$ cat src/rtl/mem_arbiter.sv
// Byte-serialising arbiter sharing one 8-bit RAM port between instruction fetch and load/store.
// Define MEM_ARB_RR_EN for round-robin arbitration on simultaneous requests (default: load/store wins).
module mem_arbiter #(
    parameter int unsigned ADDR_W = 32
) (
    input  logic              clk,
    input  logic              rst,
    input  logic              rdy,
    input  logic              if_req,
    input  logic [ADDR_W-1:0] if_addr,
    output logic [31:0]       if_data,
    output logic              if_done,
    input  logic              mem_req,
    input  logic              mem_we,
    input  logic [ADDR_W-1:0] mem_addr,
    input  logic [1:0]        mem_len,
    input  logic [31:0]       mem_wdata,
    output logic [31:0]       mem_rdata,
    output logic              mem_done,
    output logic [ADDR_W-1:0] ram_a,
    output logic [7:0]        ram_dout,
    output logic              ram_wr,
    input  logic [7:0]        ram_din
);

    localparam logic [1:0] S_IDLE   = 2'd0;
    localparam logic [1:0] S_IF_RD  = 2'd1;
    localparam logic [1:0] S_MEM_RD = 2'd2;
    localparam logic [1:0] S_MEM_WR = 2'd3;

    logic [1:0]        state, state_n;
    logic [2:0]        cnt, cnt_n;
    logic [2:0]        n_bytes, n_bytes_n;
    logic [ADDR_W-1:0] ram_a_n;
    logic [7:0]        ram_dout_n;
    logic              wr_q, wr_n;
    logic [31:0]       if_data_n, mem_rdata_n;
    logic              if_done_n, mem_done_n;
    logic              prev_valid, prev_valid_n;
    logic [1:0]        prev_idx, prev_idx_n;
    logic [31:0]       rd_buf, cap_buf, buf_n;
    logic [2:0]        len_bytes;
    logic              grant_mem, grant_if;

`ifdef MEM_ARB_RR_EN
    logic last_mem, last_mem_n;
`endif

    // Write strobe drops immediately whenever the block is frozen
    assign ram_wr = wr_q & rdy;

    always_comb begin
        case (mem_len)
            2'd0:    len_bytes = 3'd1;
            2'd1:    len_bytes = 3'd2;
            default: len_bytes = 3'd4;
        endcase
    end

    always_comb begin
`ifdef MEM_ARB_RR_EN
        grant_mem = mem_req && (!if_req || !last_mem);
`else
        grant_mem = mem_req;
`endif
        grant_if = if_req && !grant_mem;
    end

    // ram_din always reflects the address held in the previous cycle, so capture
    // follows that pipeline even while frozen; re-reads of a held address are idempotent.
    always_comb begin
        cap_buf = rd_buf;
        if (prev_valid)
            cap_buf[{prev_idx, 3'b000} +: 8] = ram_din;
        prev_valid_n = ((state == S_IF_RD) || (state == S_MEM_RD)) && (cnt < n_bytes);
        prev_idx_n   = cnt[1:0];
    end

    always_comb begin
        state_n     = state;
        cnt_n       = cnt;
        n_bytes_n   = n_bytes;
        ram_a_n     = ram_a;
        ram_dout_n  = ram_dout;
        wr_n        = 1'b0;
        if_data_n   = if_data;
        mem_rdata_n = mem_rdata;
        if_done_n   = 1'b0;
        mem_done_n  = 1'b0;
        buf_n       = cap_buf;
`ifdef MEM_ARB_RR_EN
        last_mem_n  = last_mem;
`endif
        case (state)
            S_IDLE: begin
                if (!if_done && !mem_done) begin
                    if (grant_mem) begin
                        state_n    = mem_we ? S_MEM_WR : S_MEM_RD;
                        cnt_n      = 3'd0;
                        n_bytes_n  = len_bytes;
                        ram_a_n    = mem_addr;
                        ram_dout_n = mem_wdata[7:0];
                        wr_n       = mem_we;
                        buf_n      = 32'd0;
`ifdef MEM_ARB_RR_EN
                        last_mem_n = 1'b1;
`endif
                    end else if (grant_if) begin
                        state_n    = S_IF_RD;
                        cnt_n      = 3'd0;
                        n_bytes_n  = 3'd4;
                        ram_a_n    = if_addr;
                        buf_n      = 32'd0;
`ifdef MEM_ARB_RR_EN
                        last_mem_n = 1'b0;
`endif
                    end
                end
            end
            S_IF_RD, S_MEM_RD: begin
                if (cnt == n_bytes) begin
                    state_n = S_IDLE;
                    cnt_n   = 3'd0;
                    if (state == S_IF_RD) begin
                        if_data_n = cap_buf;
                        if_done_n = 1'b1;
                    end else begin
                        mem_rdata_n = cap_buf;
                        mem_done_n  = 1'b1;
                    end
                end else begin
                    cnt_n = cnt + 3'd1;
                    if (cnt < n_bytes - 3'd1)
                        ram_a_n = ram_a + ADDR_W'(1);
                end
            end
            S_MEM_WR: begin
                if (cnt == n_bytes - 3'd1) begin
                    state_n    = S_IDLE;
                    cnt_n      = 3'd0;
                    mem_done_n = 1'b1;
                end else begin
                    cnt_n      = cnt + 3'd1;
                    ram_a_n    = ram_a + ADDR_W'(1);
                    ram_dout_n = mem_wdata[{cnt[1:0] + 2'd1, 3'b000} +: 8];
                    wr_n       = 1'b1;
                end
            end
            default: state_n = S_IDLE;
        endcase
    end

    always_ff @(posedge clk) begin
        if (!rst) begin
            state      <= S_IDLE;
            cnt        <= 3'd0;
            n_bytes    <= 3'd0;
            ram_a      <= '0;
            ram_dout   <= 8'd0;
            wr_q       <= 1'b0;
            if_data    <= 32'd0;
            mem_rdata  <= 32'd0;
            if_done    <= 1'b0;
            mem_done   <= 1'b0;
            prev_valid <= 1'b0;
            prev_idx   <= 2'd0;
            rd_buf     <= 32'd0;
`ifdef MEM_ARB_RR_EN
            last_mem   <= 1'b0;
`endif
        end else begin
            prev_valid <= prev_valid_n;
            prev_idx   <= prev_idx_n;
            if (rdy) begin
                state     <= state_n;
                cnt       <= cnt_n;
                n_bytes   <= n_bytes_n;
                ram_a     <= ram_a_n;
                ram_dout  <= ram_dout_n;
                wr_q      <= wr_n;
                if_data   <= if_data_n;
                mem_rdata <= mem_rdata_n;
                if_done   <= if_done_n;
                mem_done  <= mem_done_n;
                rd_buf    <= buf_n;
`ifdef MEM_ARB_RR_EN
                last_mem  <= last_mem_n;
`endif
            end else begin
                rd_buf <= cap_buf;
            end
        end
    end

endmodule

$ cat config.mk
export PLATFORM = sky130hd
export DESIGN_NAME = mem_arbiter
export DESIGN_NICKNAME = d
export VERILOG_FILES = /design/src/rtl/mem_arbiter.sv
export SDC_FILE = /design/constraint.sdc
export NUM_CORES = 1
export LEC_CHECK = 0
export ABC_AREA = 1
export CAP_MARGIN = 40
export CORE_MARGIN = 2
export CORE_UTILIZATION = 25
export CTS_CLUSTER_SIZE = 30
export DETAILED_ROUTE_END_ITERATION = 8
export MAX_ROUTING_LAYER = met4
export PLACE_DENSITY_LB_ADDON = 0.3
export SYNTH_ARGS = -nofsm -noshare
export SYNTH_HDL_FRONTEND = slang
export SYNTH_SLANG_ARGS = --single-unit
$ cat constraint.sdc
create_clock -name clk -period 5.9 [get_ports clk]
set_input_delay 1.475 -clock clk [delete_from_list [all_inputs] [get_ports clk]]
set_output_delay 1.475 -clock clk [all_outputs]
set_load 0.02 [all_outputs]
==> results.py <==
# Flow results
metrics = {
    "cells_and_area": {
        "post-route-util_pct": 36.29,
    },
    "synthesis": {
        "yosys.area_share.aoi_pct": 18.19,
        "ys_cells": 1146,
        "syn_area_per_cell_um2": 6.657,
        "yosys_area_um2": 7629,
        "ys_seq_share_pct": 39.36,
        "synth_cell_type_count": 33,
        "synth_area_um2": 7629,
        "ys_warn_count": 0,
        "postSynthCellCount": 1146,
    },
    "placed_design": {
        "gp_congestion": 0.8706,
    },
    "global_route": {
        "grt_max_degree": 65,
    },
    "run_status": {
        "run_status": "completed",
    },
    "worst_setup_path": {
        "path_common_cell": "clkdlybuf4s50_1",
        "crit_type": "in2out",
        "cp_max_fo": 2,
        "crit_family": "buffers and inverters",
        "path_buffers": 3,
    },
    "drt": {
        "drt_iter0_markers": 412,
        "dr_wl_met2_um": 11700,
        "wire_per_inst_um": 14.43,
        "vias": 7806,
        "wl_met1_um": 11880,
        "ant_nets": 0,
        "avgViaCountPerCell": 4.466,
        "highest_layer": "met4",
    },
    "power": {
        "pg_comb_mw": 0.956,
        "p_seq_share_pct": 36.6,
        "p_int_mw": 2.080,
        "p_sw_share_pct": 36.85,
        "seq_power_mw": 1.21,
    },
    "sta": {
        "finalSetupTns_ns": 0,
        "finalHoldViolations": 0,
        "drv_slew": 0,
    },
    "clocking": {
        "cts.htree.levels": 4,
        "clock_path_buffers": 2,
        "cts_hold_buf": 0,
        "cts-root-buf": "clkbuf_16",
    },
    "run": {
        "maxCapViolCount": 0,
        "warnings": 34,
    },
    "hold_path": {
        "hp-class": "reg2reg",
    },
    "floorplanning": {
        "die_h_um": 178.7,
        "floorplan.core_util_pct": 25.54,
    },
}
-- synthesized netlist by cell type, drive strengths merged --
master / number / share of area (%)
o22ai: 24 / 2.0
o21a: 2 / 0.20
clkbuf: 28 / 1.4
xor2: 8 / 0.92
nor3b: 1 / 0.16
nor2: 125 / 6.4
nand2: 299 / 15
ha: 18 / 3.0
clkinv: 4 / 0.20
a22o: 23 / 2.6
nand4: 5 / 0.41
o2bb2ai: 4 / 0.46
o211ai: 9 / 0.89
nand3b: 1 / 0.098
a21oi: 92 / 6.0
xnor2: 1 / 0.11
inv: 165 / 8.1
o21ai: 72 / 4.7
nor3: 5 / 0.46
nand3: 75 / 5.0
a22oi: 12 / 1.2
buf: 22 / 1.5
dfxtp: 150 / 39
o31ai: 1 / 0.098
-- worst paths after layout --
kind                    from            end  slack, ns  cells past startpoint
setup / recovery         rdy         ram_wr       1.64                      4
hold / removal    n_bytes[1]     n_bytes[1]       0.45                      2
setup reg to reg      cnt[0]  mem_rdata[23]       2.54                     13
hold reg to reg   n_bytes[1]     n_bytes[1]       0.45                      2
-- final cells by class --
type | instances | area [um2]
fillers | 3166 | 19030
multi-input cells | 777 | 3781
flip-flops and latches | 150 | 3003
repair buffers | 228 | 2312
inverters | 169 | 634.4
well taps | 390 | 488.0
clock buffers | 17 | 425.4
clock inverters | 15 | 193.9
diodes | 2 | 5.005
-- sequential cells by signal (all words and copies together), names as in the netlist --
register and flops:
n_bytes 3, prev_valid 1, wr_q 1, if_data 32, if_done 1, prev_idx 2
mem_done 1, ram_a 32, ram_dout 8, mem_rdata 32, cnt 3, rd_buf 32
state 2
-- cell families after synthesis --
group / count (synthesis)
and+or+nand+nor: 511
AOI/OAI and AO/OA: 239
buffers and inverters: 219
DFF: 150
adders and majority gates: 18
xor gates and xnor gates: 9
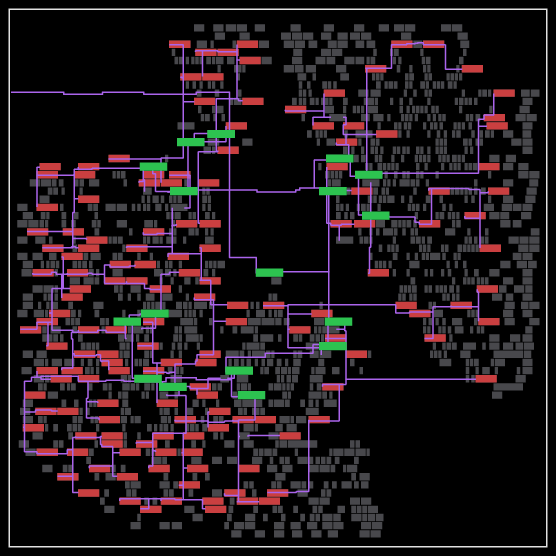
(images/clk_routes.png)
(3 px per um)
green -> clock drivers  # count 17
red -> flip-flops  # count 150
purple -> clock wires  # length 2,340 um
routed clock nets = 18
flops lie = all over the die
later-pin clock latency in the skew report: 0.44 ns
skew final: 0.01991 ns
Clk power: 1.13 mW
Clock Power Share: 34.4%

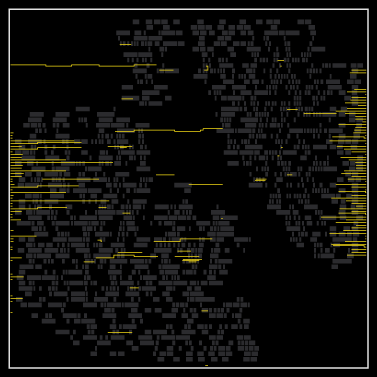
(images/layer_met3.png)
(2 px per um) Cells faint in the background.
share of all routed wire = 5.6%
longest straight run = 50.8 um
wire length on this layer = 1,410 um
nets with wire on the layer = 139
main direction = horizontal

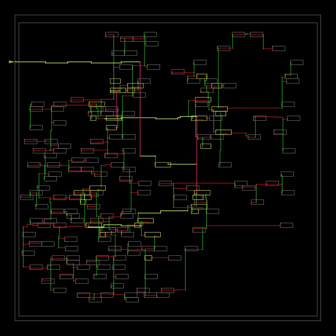
(images/clocks.png)
clk sinks: 150
CTS Buf Count: 17
flip-flops: 150
clkbuf count: 17

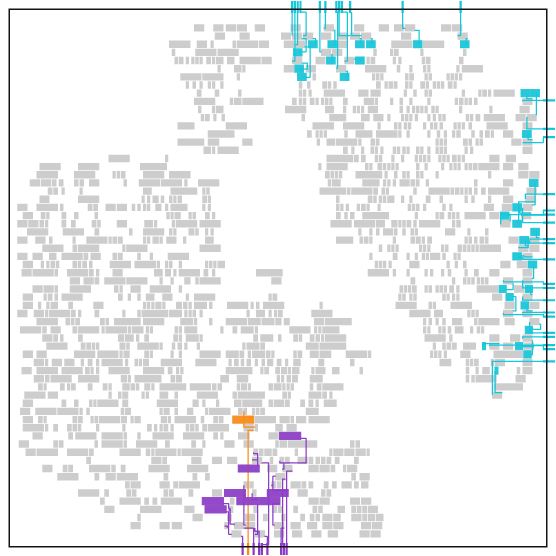
(images/io_fan.png)
(3 px per um)
orange -> `if_done`  # bits 1, direction output, end cells 1, wire 52.4 um
cyan -> `mem_addr`  # bits 32, direction input, end cells 32, wire 542 um
purple -> `ram_dout`  # bits 8, direction output, end cells 8, wire 214 um
port bufs: 218
I/O pin total: 219

Power figures rest on the tool's default switching activity, not on a simulated workload.
